### src/rtl/ifetch_ctrl.sv
// -----------------------------------------------------------------------------
// ifetch_ctrl
//   Instruction-fetch controller sitting directly after pc_reg. It issues one
//   request/grant/response transaction per instruction to instruction memory
//   and holds the fetched word in a valid/ready register toward decode. It also
//   owns the PC write-enable, so the PC only moves when decode takes an
//   instruction or when a redirect (flush) is presented.
//
// Ports
//   i_clk, i_rst      clock (rising edge), asynchronous active-high reset
//   i_pc              current PC from pc_reg
//   i_flush           redirect; the next-PC mux shows the target this cycle
//   o_pc_wren         write-enable to pc_reg
//   o_imem_req        memory request (combinational in REQ)
//   o_imem_addr       request address (equals i_pc while requesting)
//   i_imem_gnt        request accepted this cycle
//   i_imem_rvalid     read data valid, one response per grant
//   i_imem_rdata      read data
//   o_instr_valid     instruction available to decode
//   o_instr           fetched instruction
//   o_instr_pc        PC of o_instr
//   i_instr_ready     decode accepts o_instr
//   o_misalign        sticky: PC was not word aligned at request time
//   o_timeout         sticky: memory did not answer within TIMEOUT_CYC cycles
// -----------------------------------------------------------------------------
module ifetch_ctrl #(
   parameter int unsigned TIMEOUT_CYC = 255,
   parameter int unsigned CNT_W       = 8
) (
   input  logic        i_clk,
   input  logic        i_rst,
   input  logic [31:0] i_pc,
   input  logic        i_flush,
   output logic        o_pc_wren,
   output logic        o_imem_req,
   output logic [31:0] o_imem_addr,
   input  logic        i_imem_gnt,
   input  logic        i_imem_rvalid,
   input  logic [31:0] i_imem_rdata,
   output logic        o_instr_valid,
   output logic [31:0] o_instr,
   output logic [31:0] o_instr_pc,
   input  logic        i_instr_ready,
   output logic        o_misalign,
   output logic        o_timeout
);

   typedef enum logic [2:0] {
      S_IDLE,
      S_REQ,
      S_WAIT,
      S_HOLD,
      S_DRAIN,
      S_ERR
   } state_t;

   state_t           state;
   state_t           state_next;
   logic [CNT_W-1:0] cnt;
   logic [CNT_W-1:0] cnt_inc;
   logic             cnt_expired;
   logic             pc_aligned;

   assign pc_aligned = (i_pc[1:0] == 2'b00);

   // Saturating increment: the counter sticks at all-ones instead of wrapping.
   assign cnt_inc     = (cnt == '1) ? cnt : cnt + 1'b1;
   // Evaluated on the incremented value so the wait ends after exactly
   // TIMEOUT_CYC cycles in WAIT/DRAIN.
   assign cnt_expired = (cnt_inc >= CNT_W'(TIMEOUT_CYC));

   // ---------------------------------------------------------------------------
   // State register
   // ---------------------------------------------------------------------------
   // NOTE: sequential state uses non-blocking (<=) so every flop samples the
   // pre-edge values of the others, independent of process ordering.
   always_ff @(posedge i_clk or posedge i_rst) begin
      if (i_rst) state <= S_IDLE;
      else       state <= state_next;
   end

   // ---------------------------------------------------------------------------
   // Next-state logic
   // ---------------------------------------------------------------------------
   // NOTE: state_next gets a default before the case so no path leaves it
   // unassigned, which would otherwise infer a latch.
   always_comb begin
      state_next = state;
      unique case (state)
         S_IDLE:  state_next = S_REQ;
         S_REQ: begin
            // A flush re-requests with the new target; a gnt in the same
            // cycle is deliberately ignored.
            if (i_flush)          state_next = S_REQ;
            else if (!pc_aligned) state_next = S_ERR;
            else if (i_imem_gnt)  state_next = S_WAIT;
         end
         S_WAIT: begin
            // Flush without data means a response is still in flight and must
            // be swallowed in DRAIN; flush with data drops it right here.
            if (i_flush)            state_next = i_imem_rvalid ? S_REQ : S_DRAIN;
            else if (i_imem_rvalid) state_next = S_HOLD;
            else if (cnt_expired)   state_next = S_ERR;
         end
         S_HOLD: begin
            if (i_flush || i_instr_ready) state_next = S_REQ;
         end
         S_DRAIN: begin
            // A further flush only moves the PC; the stale response is still
            // owed, so DRAIN keeps waiting for it.
            if (i_imem_rvalid || cnt_expired) state_next = S_REQ;
         end
         S_ERR: begin
            if (i_flush) state_next = S_REQ;
         end
         default: state_next = S_IDLE;
      endcase
   end

   // ---------------------------------------------------------------------------
   // Outputs decoded from state
   // ---------------------------------------------------------------------------
   always_comb begin
      o_imem_req    = (state == S_REQ) && pc_aligned;
      o_imem_addr   = o_imem_req ? i_pc : 32'h0;
      o_instr_valid = (state == S_HOLD);
      // Flush alone covers the flush+ready case, giving a single PC write.
      o_pc_wren     = !i_rst && (i_flush || ((state == S_HOLD) && i_instr_ready));
   end

   // ---------------------------------------------------------------------------
   // Datapath: instruction register, timeout counter, sticky error flags
   // ---------------------------------------------------------------------------
   always_ff @(posedge i_clk or posedge i_rst) begin
      if (i_rst) begin
         cnt        <= '0;
         o_instr    <= 32'h0;
         o_instr_pc <= 32'h0;
         o_misalign <= 1'b0;
         o_timeout  <= 1'b0;
      end else begin
         unique case (state)
            S_REQ: begin
               if (!i_flush && pc_aligned && i_imem_gnt) begin
                  o_instr_pc <= i_pc;
                  cnt        <= '0;
               end
               if (!i_flush && !pc_aligned) o_misalign <= 1'b1;
            end
            S_WAIT: begin
               if (i_flush && !i_imem_rvalid) begin
                  // Fresh window for the stale response in DRAIN.
                  cnt <= '0;
               end else begin
                  cnt <= cnt_inc;
               end
               if (!i_flush && i_imem_rvalid) o_instr <= i_imem_rdata;
               if (!i_flush && !i_imem_rvalid && cnt_expired) o_timeout <= 1'b1;
            end
            S_DRAIN: cnt <= cnt_inc;
            S_ERR: begin
               if (i_flush) begin
                  o_misalign <= 1'b0;
                  o_timeout  <= 1'b0;
               end
            end
            default: ;
         endcase
      end
   end

endmodule

### config.mk
export PLATFORM = sky130hd
export DESIGN_NAME = ifetch_ctrl
export DESIGN_NICKNAME = d
export VERILOG_FILES = /design/src/rtl/ifetch_ctrl.sv
export SDC_FILE = /design/constraint.sdc
export NUM_CORES = 1
export LEC_CHECK = 0
export ABC_AREA = 0
export CAP_MARGIN = 20
export CORE_ASPECT_RATIO = 0.9
export CORE_UTILIZATION = 41
export CTS_CLUSTER_SIZE = 28
export DETAILED_ROUTE_END_ITERATION = 8
export GPL_ROUTABILITY_DRIVEN = 0
export PLACE_DENSITY = 0.8
export RECOVER_POWER = 50
export SYNTH_ARGS = -nofsm -noshare
export SYNTH_HDL_FRONTEND = slang
export SYNTH_SLANG_ARGS = --single-unit
### constraint.sdc
create_clock -name i_clk -period 2.4 [get_ports i_clk]
set_input_delay 0.24 -clock i_clk [delete_from_list [all_inputs] [get_ports i_clk]]
set_output_delay 0.24 -clock i_clk [all_outputs]
set_load 0.01 [all_outputs]
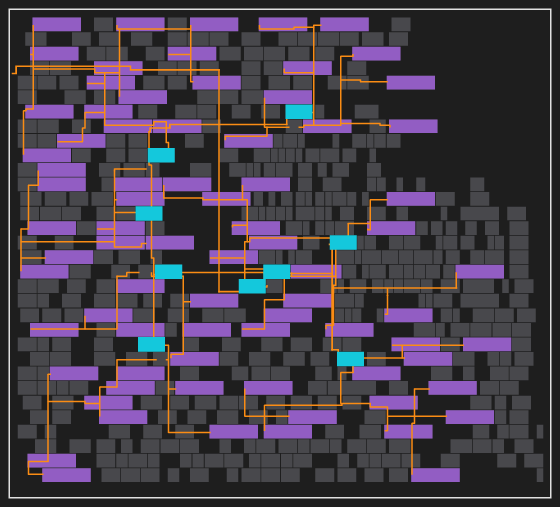
**Above:** run 1 (clock distribution).
- clock drivers: cyan (count 9)
- clock wires: orange (length 969 um)
- flip-flops: purple (count 77)
- routed clock nets: 10
- flops lie: all over the die

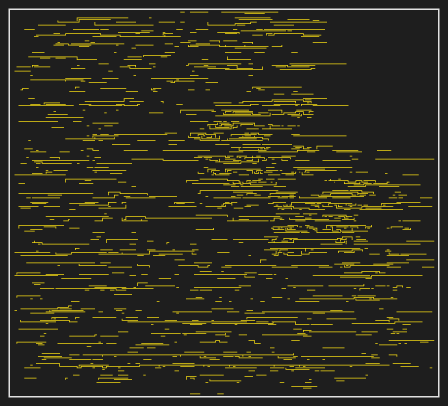
**Above:** run 1 (M1 wires).
- main direction: horizontal
- wire length on this layer: 3,710 um
met1 Usage GRT: 25.3%
vias: 3,010
drt total wl: 9.29 mm

==> reports/summary.txt, run 1 <==
initial antenna violation count = 0
Placeable Area = 8570 sq um
CTS tree = yes
Post-synth top flop = dfrtp_1
RR Endpoint = state[1]$_DFFE_PP0P_
Synth mux share = 19.3%
R2R Path Start = cnt[0]$_DFFE_PP0P_
H-tree levels = 3
IO buf count = 168
status = complete, no violations
Cell variety after synth = 54
met2 WL = 4.60 mm
Clock transition at path regs = 0.09 ns
CP endpoint kind = primary output
final tally of hold violations = 0
worst hold path type = in -> reg
Avg Inst Size Synth = 11.8 sq um
fp_density = 42.2%
Synth Register Bits = 77
Diodes inserted = 0
Rows = 32
Post-CTS Resized = 6
worst slew pin tran = 1.06 ns
vias in the first global route = 3,091
TNS Setup = 0 ns
FFs w/ async S/R, synth = 100%
YS chip area = 3620 sq um
Max IR drop VDD = 585 uV
Worst Path Arrival = 2.06 ns
hold path cells = 2
share of layout cells above drive strength 1 = 20.5%
Top Layout Cells = 117 x clkdlybuf4s50_1, 76 x dfrtp_1, 62 x mux2_2
Fin Hold WS = 0.501 ns
most instantiated logic cell after routing = clkdlybuf4s50_1
I/O pin cnt = 171
DR iter-0 viols = 171
EDFF count, synth = 0
pin count of the biggest net entering global routing = 78
largest family of logic cells by area = multiplexers
post-CTS setup buffer count = 1
GRT Resource Usage Total = 21.0%
dpl cell area = 5460 sq um
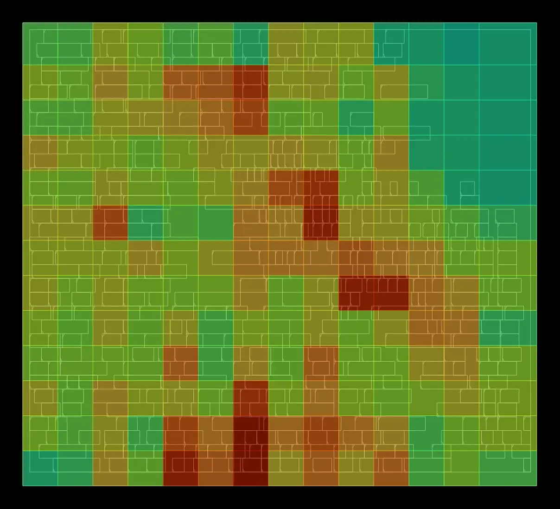
**Above:** run 1 (track usage over the die).
routing usage on met3: 7.08%
met2 Use GR: 34.6%

-- run 1: cells in the mapped netlist, drive strengths merged (3+ instances only) --
| master | instances | share of area (%) |
|---|---|---|
| a21oi | 10 | 1.4 |
| and2 | 31 | 5.4 |
| buf | 6 | 0.97 |
| clkbuf | 13 | 1.4 |
| dfrtp | 77 | 53 |
| inv | 11 | 1.1 |
| mux2 | 62 | 19 |
| nand2 | 5 | 0.52 |
| nand3 | 9 | 1.4 |
| nor2 | 18 | 1.9 |
| nor2b | 5 | 0.86 |
| o21ai | 7 | 0.97 |
| o22a | 5 | 1.2 |
| o31a | 3 | 0.73 |
-- run 1: final cells by class --
type | count | area (sq um)
tap | 119 | 149
timing repair buffer | 178 | 1790
clock inverter | 7 | 56.3
sequential | 77 | 1930
clock buffer | 9 | 124
inverter | 11 | 43.8
multi-input combinational | 200 | 1580
fill | 686 | 2890
-- run 1: report_power, final --
part           switching [mW]  total (mW)  leakage, nW  internal (mW)
combinational            1.00        2.47         1.44           1.47
clock                   0.515       0.904       0.0906          0.388
sequential              0.279        2.11        0.995           1.83
-- run 1: worst min-delay path by stage --
stage,slack [ns],to,startpoint
after floorplan,0.39,o_instr[29]$_DFFE_PP0P_,i_imem_rdata[29]
after global placement,0.48,o_instr_pc[0]$_DFFE_PP0P_,o_instr_pc[0]$_DFFE_PP0P_
after detailed placement,0.49,o_instr_pc[0]$_DFFE_PP0P_,o_instr_pc[0]$_DFFE_PP0P_
after CTS,0.36,o_instr_pc[8]$_DFFE_PP0P_,i_rst
after global routing,0.48,o_instr[4]$_DFFE_PP0P_,i_imem_rdata[4]
final,0.50,o_instr[2]$_DFFE_PP0P_,i_imem_rdata[2]
==> run 2, diff against run 1 <==
--- a/config.mk
+++ b/config.mk
@@ -12,6 +12,7 @@
 export CTS_CLUSTER_SIZE = 28
 export DETAILED_ROUTE_END_ITERATION = 8
 export GPL_ROUTABILITY_DRIVEN = 0
+export GPL_TIMING_DRIVEN = 0
 export PLACE_DENSITY = 0.8
 export RECOVER_POWER = 50
 export SYNTH_ARGS = -nofsm -noshare
==> constraint.sdc (replaced) <==
create_clock -name i_clk -period 2.6 [get_ports i_clk]
set_input_delay 0.26 -clock i_clk [delete_from_list [all_inputs] [get_ports i_clk]]
set_output_delay 0.26 -clock i_clk [all_outputs]
set_load 0.01 [all_outputs]
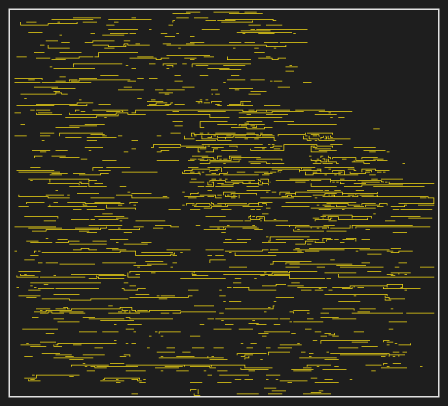
**Above:** run 2 (M1 wires).
- wire length on this layer: 3,880 um
- main direction: horizontal
met1 Usage GRT: 25.8%
drt total wl: 9.37 mm
vias: 3,071

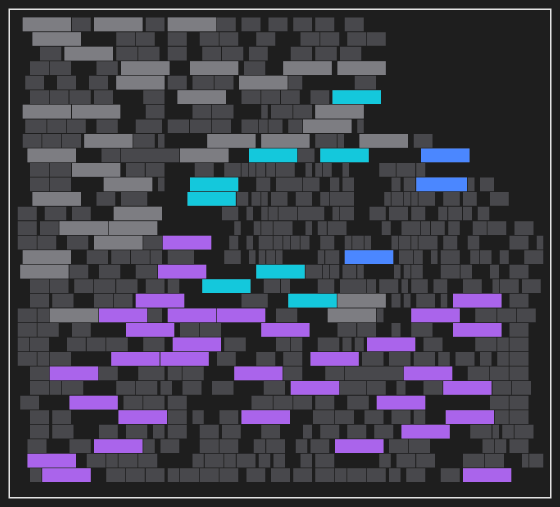
**Above:** run 2 (sequential cells colored by netlist name).
Other sequential cells in the stronger gray, the rest of the logic in the fainter gray.
- cnt: cyan (placed flops 8)
- o_instr_pc: purple (placed flops 32)
- state: blue (placed flops 3)
- not colored: 34
FF/Latch Area: 1930 sq um
Power Sequential: 1.95 mW
sequential portion of the cell area: 33.8%
final core utilization: 66.5%

==> reports/summary.txt, run 2 <==
worst slew pin tran = 1.40 ns (was 1.06 ns)
Cell variety after synth = 54 (unchanged)
vias in the first global route = 3,138 (was 3,091)
Gate power share = 43.1% (was 45.0%)
GRT Resource Usage Total = 21.3% (was 21.0%)
DR iter-0 viols = 204 (was 171)
status = complete, no violations (unchanged)
Top power group = combinational logic (unchanged)
IO buf count = 167 (was 168)
Diodes inserted = 0 (unchanged)
Top Layout Cells = 119 x clkdlybuf4s50_1, 76 x dfrtp_1, 62 x mux2_2 (was 117 x clkdlybuf4s50_1, 76 x dfrtp_1, 62 x mux2_2)
P_int = 3.56 mW (was 3.69 mW)
CP endpoint kind = primary output (unchanged)
power share of the clock group = 19.5% (was 16.5%)
Fin Hold WS = 0.440 ns (was 0.501 ns)
area leader, netlist = dfrtp_1 (unchanged)
EDFF count, synth = 0 (unchanged)
CTS tree = yes (unchanged)
share of layout cells above drive strength 1 = 20.7% (was 20.5%)
top post-synthesis cells by count = 77 x dfrtp_1, 62 x mux2_2, 31 x and2_1 (unchanged)
initial antenna violation count = 0 (unchanged)
-- run 2: cell counts after synthesis --
No cell type changed its count.
-- run 2: worst max path at each step --
stage          cells after the start  slack, ns                         end
2_1_floorplan                      1       0.37          cnt[0]$_DFFE_PP0P_
3_3_place_gp                       2      -0.97  o_instr_pc[23]$_DFFE_PP0P_
3_5_place_dp                       7      -0.11             o_imem_addr[19]
4_1_cts                            6       0.01             o_imem_addr[29]
5_1_grt                            6      0.001             o_imem_addr[19]
6_report                           6       0.14             o_imem_addr[29]
-- run 2: metal layers --
| metal | wire, um | share of wire [%] | up-vias | global-route usage [%] |
|---|---|---|---|---|
| met2 | 4660 | 50 | 108 | 36.0 |
| met4 | 113 | 1.2 | 0 | 7.49 |
| li1 | - | - | 1443 | - |
| met1 | 3880 | 41 | 1507 | 25.8 |
| met5 | 0 | 0 | - | 0 |
| met3 | 715 | 7.6 | 13 | 6.00 |
-- run 2: area by class of cell --
class                           count  area [sq um]  area share (%)
Buffer                             19          91.3            1.60
Tap cell                          119           149            2.61
Multi-Input combinational cell    200          1580            27.7
Clock inverter                      7          98.8            1.73
Timing Repair Buffer              169          1690            29.6
Sequential cell                    77          1930            33.8
Inverter                           11          42.5           0.747
Clock buffer                        9           124            2.17
-- run 2: kinds of logic (layout without fill, tap and decap cells) --
logic type,Yosys count,after routing,synth area share [%]
xor gates and xnor gates,1,1,0.242
buffers and inverters,30,215,3.49
muxes,62,62,19.3
DFF,77,77,53.3
AOI/OAI and AO/OA,47,47,9.44
and+or+nand+nor,87,87,13.8
other,1,2,0.104
adders and majority gates,1,1,0.346
-- run 2: critical path, delay by kind of cell (launching register included) --
kind	cells	cell delay, ns
buf+inv	3	0.88
simple gates	3	0.51
flops	1	0.47
==> run 3, diff against run 2 <==
--- a/config.mk
+++ b/config.mk
@@ -9,12 +9,14 @@
 export CAP_MARGIN = 20
 export CORE_ASPECT_RATIO = 0.9
 export CORE_UTILIZATION = 41
+export CTS_BUF_LIST = sky130_fd_sc_hd__clkbuf_16
 export CTS_CLUSTER_SIZE = 28
 export DETAILED_ROUTE_END_ITERATION = 8
 export GPL_ROUTABILITY_DRIVEN = 0
 export GPL_TIMING_DRIVEN = 0
 export PLACE_DENSITY = 0.8
 export RECOVER_POWER = 50
+export REMOVE_ABC_BUFFERS = 1
 export SYNTH_ARGS = -nofsm -noshare
 export SYNTH_HDL_FRONTEND = slang
 export SYNTH_SLANG_ARGS = --single-unit
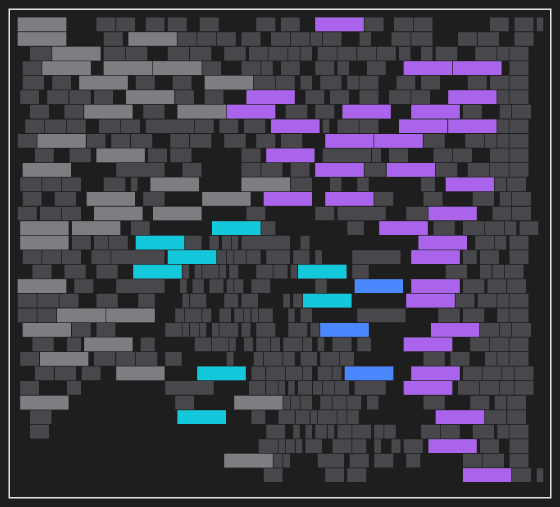
**Above:** run 3 (sequential cells colored by netlist name).
Other sequential cells in the stronger gray, the rest of the logic in the fainter gray.
- o_instr_pc: purple (placed flops 32)
- state: blue (placed flops 3)
- cnt: cyan (placed flops 8)
FF/Latch Area: 1930 sq um
final core utilization: 67.5%
Power Sequential: 1.99 mW
sequential portion of the cell area: 33.3%

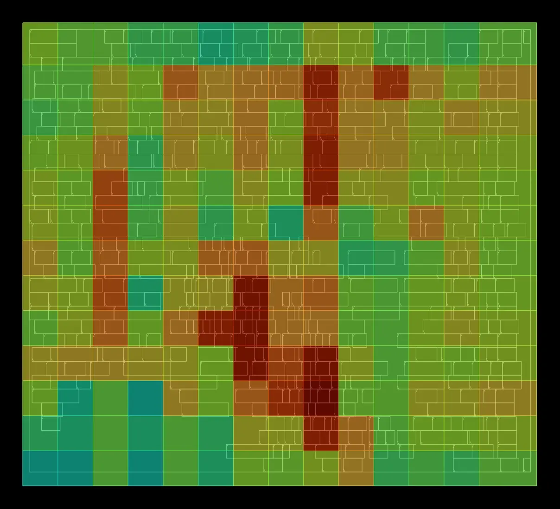
**Above:** run 3 (track usage over the die).
routing usage on met3: 7.24%
GRT Resource Usage Total: 20.9%
met2 Use GR: 36.4%
met1 Usage GRT: 23.6%

==> reports/summary.txt, run 3 <==
Buf/Inv on CP = 3 (unchanged)
max layer used = met4 (unchanged)
CP endpoint kind = primary output (unchanged)
Diodes inserted = 0 (unchanged)
fp_density = 42.2% (unchanged)
RR Endpoint = state[1]$_DFFE_PP0P_ (unchanged)
status = complete, no violations (unchanged)
worst slew pin tran = 1.12 ns (was 1.40 ns)
R2R Path Start = cnt[0]$_DFFE_PP0P_ (unchanged)
Top cell area share = 53.3% (unchanged)
DR iter-0 viols = 165 (was 204)
fill count = 686 (was 670)
I/O pin cnt = 171 (unchanged)
area leader, netlist = dfrtp_1 (unchanged)
TNS Setup = 0 ns (unchanged)
met2 WL = 4.71 mm (was 4.66 mm)
Rows = 32 (unchanged)
drt total wl = 9.34 mm (was 9.37 mm)
top-count cell post-synth = dfrtp_1 (unchanged)
initial antenna violation count = 0 (unchanged)
Placeable Area = 8570 sq um (unchanged)
H-tree levels = 3 (unchanged)
most instantiated logic cell after routing = clkdlybuf4s50_1 (unchanged)
Clock transition at path regs = 0.06 ns (was 0.08 ns)
Post-synth top flop = dfrtp_1 (unchanged)
GRT busiest layer = met2 (unchanged)
Worst Hold End = o_instr_pc[27]$_DFFE_PP0P_ (was o_timeout$_DFFE_PP0P_)
## run 3: cell types whose count changed in the layout (fill, tap and decap cells not counted), sizes merged
| cell | previous run | this run |
|---|---|---|
| bufinv | 2 | 0 |
| clkbuf | 21 | 10 |
| clkinv | 0 | 4 |
| clkinvlp | 5 | 6 |
| dlygate4sd3 | 48 | 49 |
## run 3: power breakdown
group | switching [mW] | internal (mW)
clock network | 0.488 | 0.649
registers | 0.293 | 1.70
logic | 0.885 | 1.32
total | 1.67 | 3.66
## run 3: cell type report
type	count	share of cell area (%)
clock inverters	7	0.865
repair buffers	178	30.7
repair inverters	3	0.346
clock buffers	9	3.89
inverters	11	0.800
flip-flops and latches	77	33.3
multi-input cells	200	27.5
well taps	119	2.57
## run 3: logic make-up (layout without fill, tap and decap cells)
kind of cell	after synthesis	count (layout)	synth area share, %
AOI/OAI and AO/OA	47	47	9.44
xor gates and xnor gates	1	1	0.242
adders and majority gates	1	1	0.346
buffers and inverters	30	208	3.49
DFF	77	77	53.3
muxes	62	62	19.3
other	1	2	0.104
and+or+nand+nor	87	87	13.8
## run 3: how the worst max path moves through the flow
stage | startpoint | to | depth (start not counted)
after floorplan | state[2]$_DFFE_PP0P_ | state[1]$_DFFE_PP0P_ | 5
after global placement | i_rst | o_instr[16]$_DFFE_PP0P_ | 2
after detailed placement | i_flush | state[1]$_DFFE_PP0P_ | 6
after CTS | state[2]$_DFFE_PP0P_ | o_imem_addr[28] | 6
after global routing | state[2]$_DFFE_PP0P_ | o_imem_addr[29] | 6
final | state[2]$_DFFE_PP0P_ | o_imem_addr[28] | 6
## run 3: what timing repair did
action	4_1_cts	5_1_grt
cloned	3	0
gates resized	4	4
endpoints found under the setup margin	31	35
buffers inserted	3	5
hold buffers	0	0
pin swaps	1	1

==> notes/layouts.md <==
Pictures saved along the way, in no particular order.

Wires at chosen ports, followed through buffers.
Scale bar: 20 um.
(a)
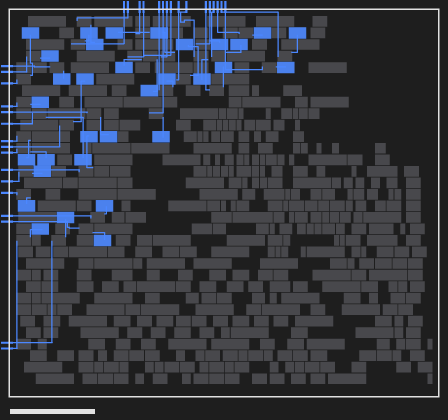
(b)
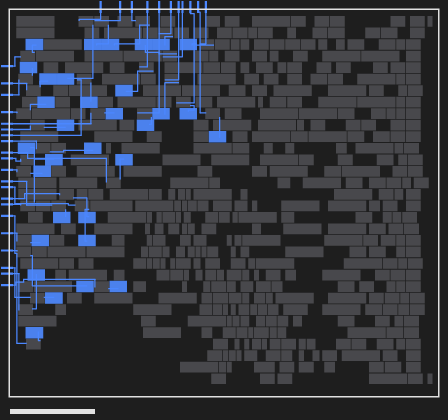
(a) -> run 1
(b) -> run 3

Key to (b):
- i_imem_rdata: blue (bits 32; direction input; edge 21 left, 11 top; end cells 32; buffers 32; wire 623 um)

Power is estimated from default activity; no workload was simulated.
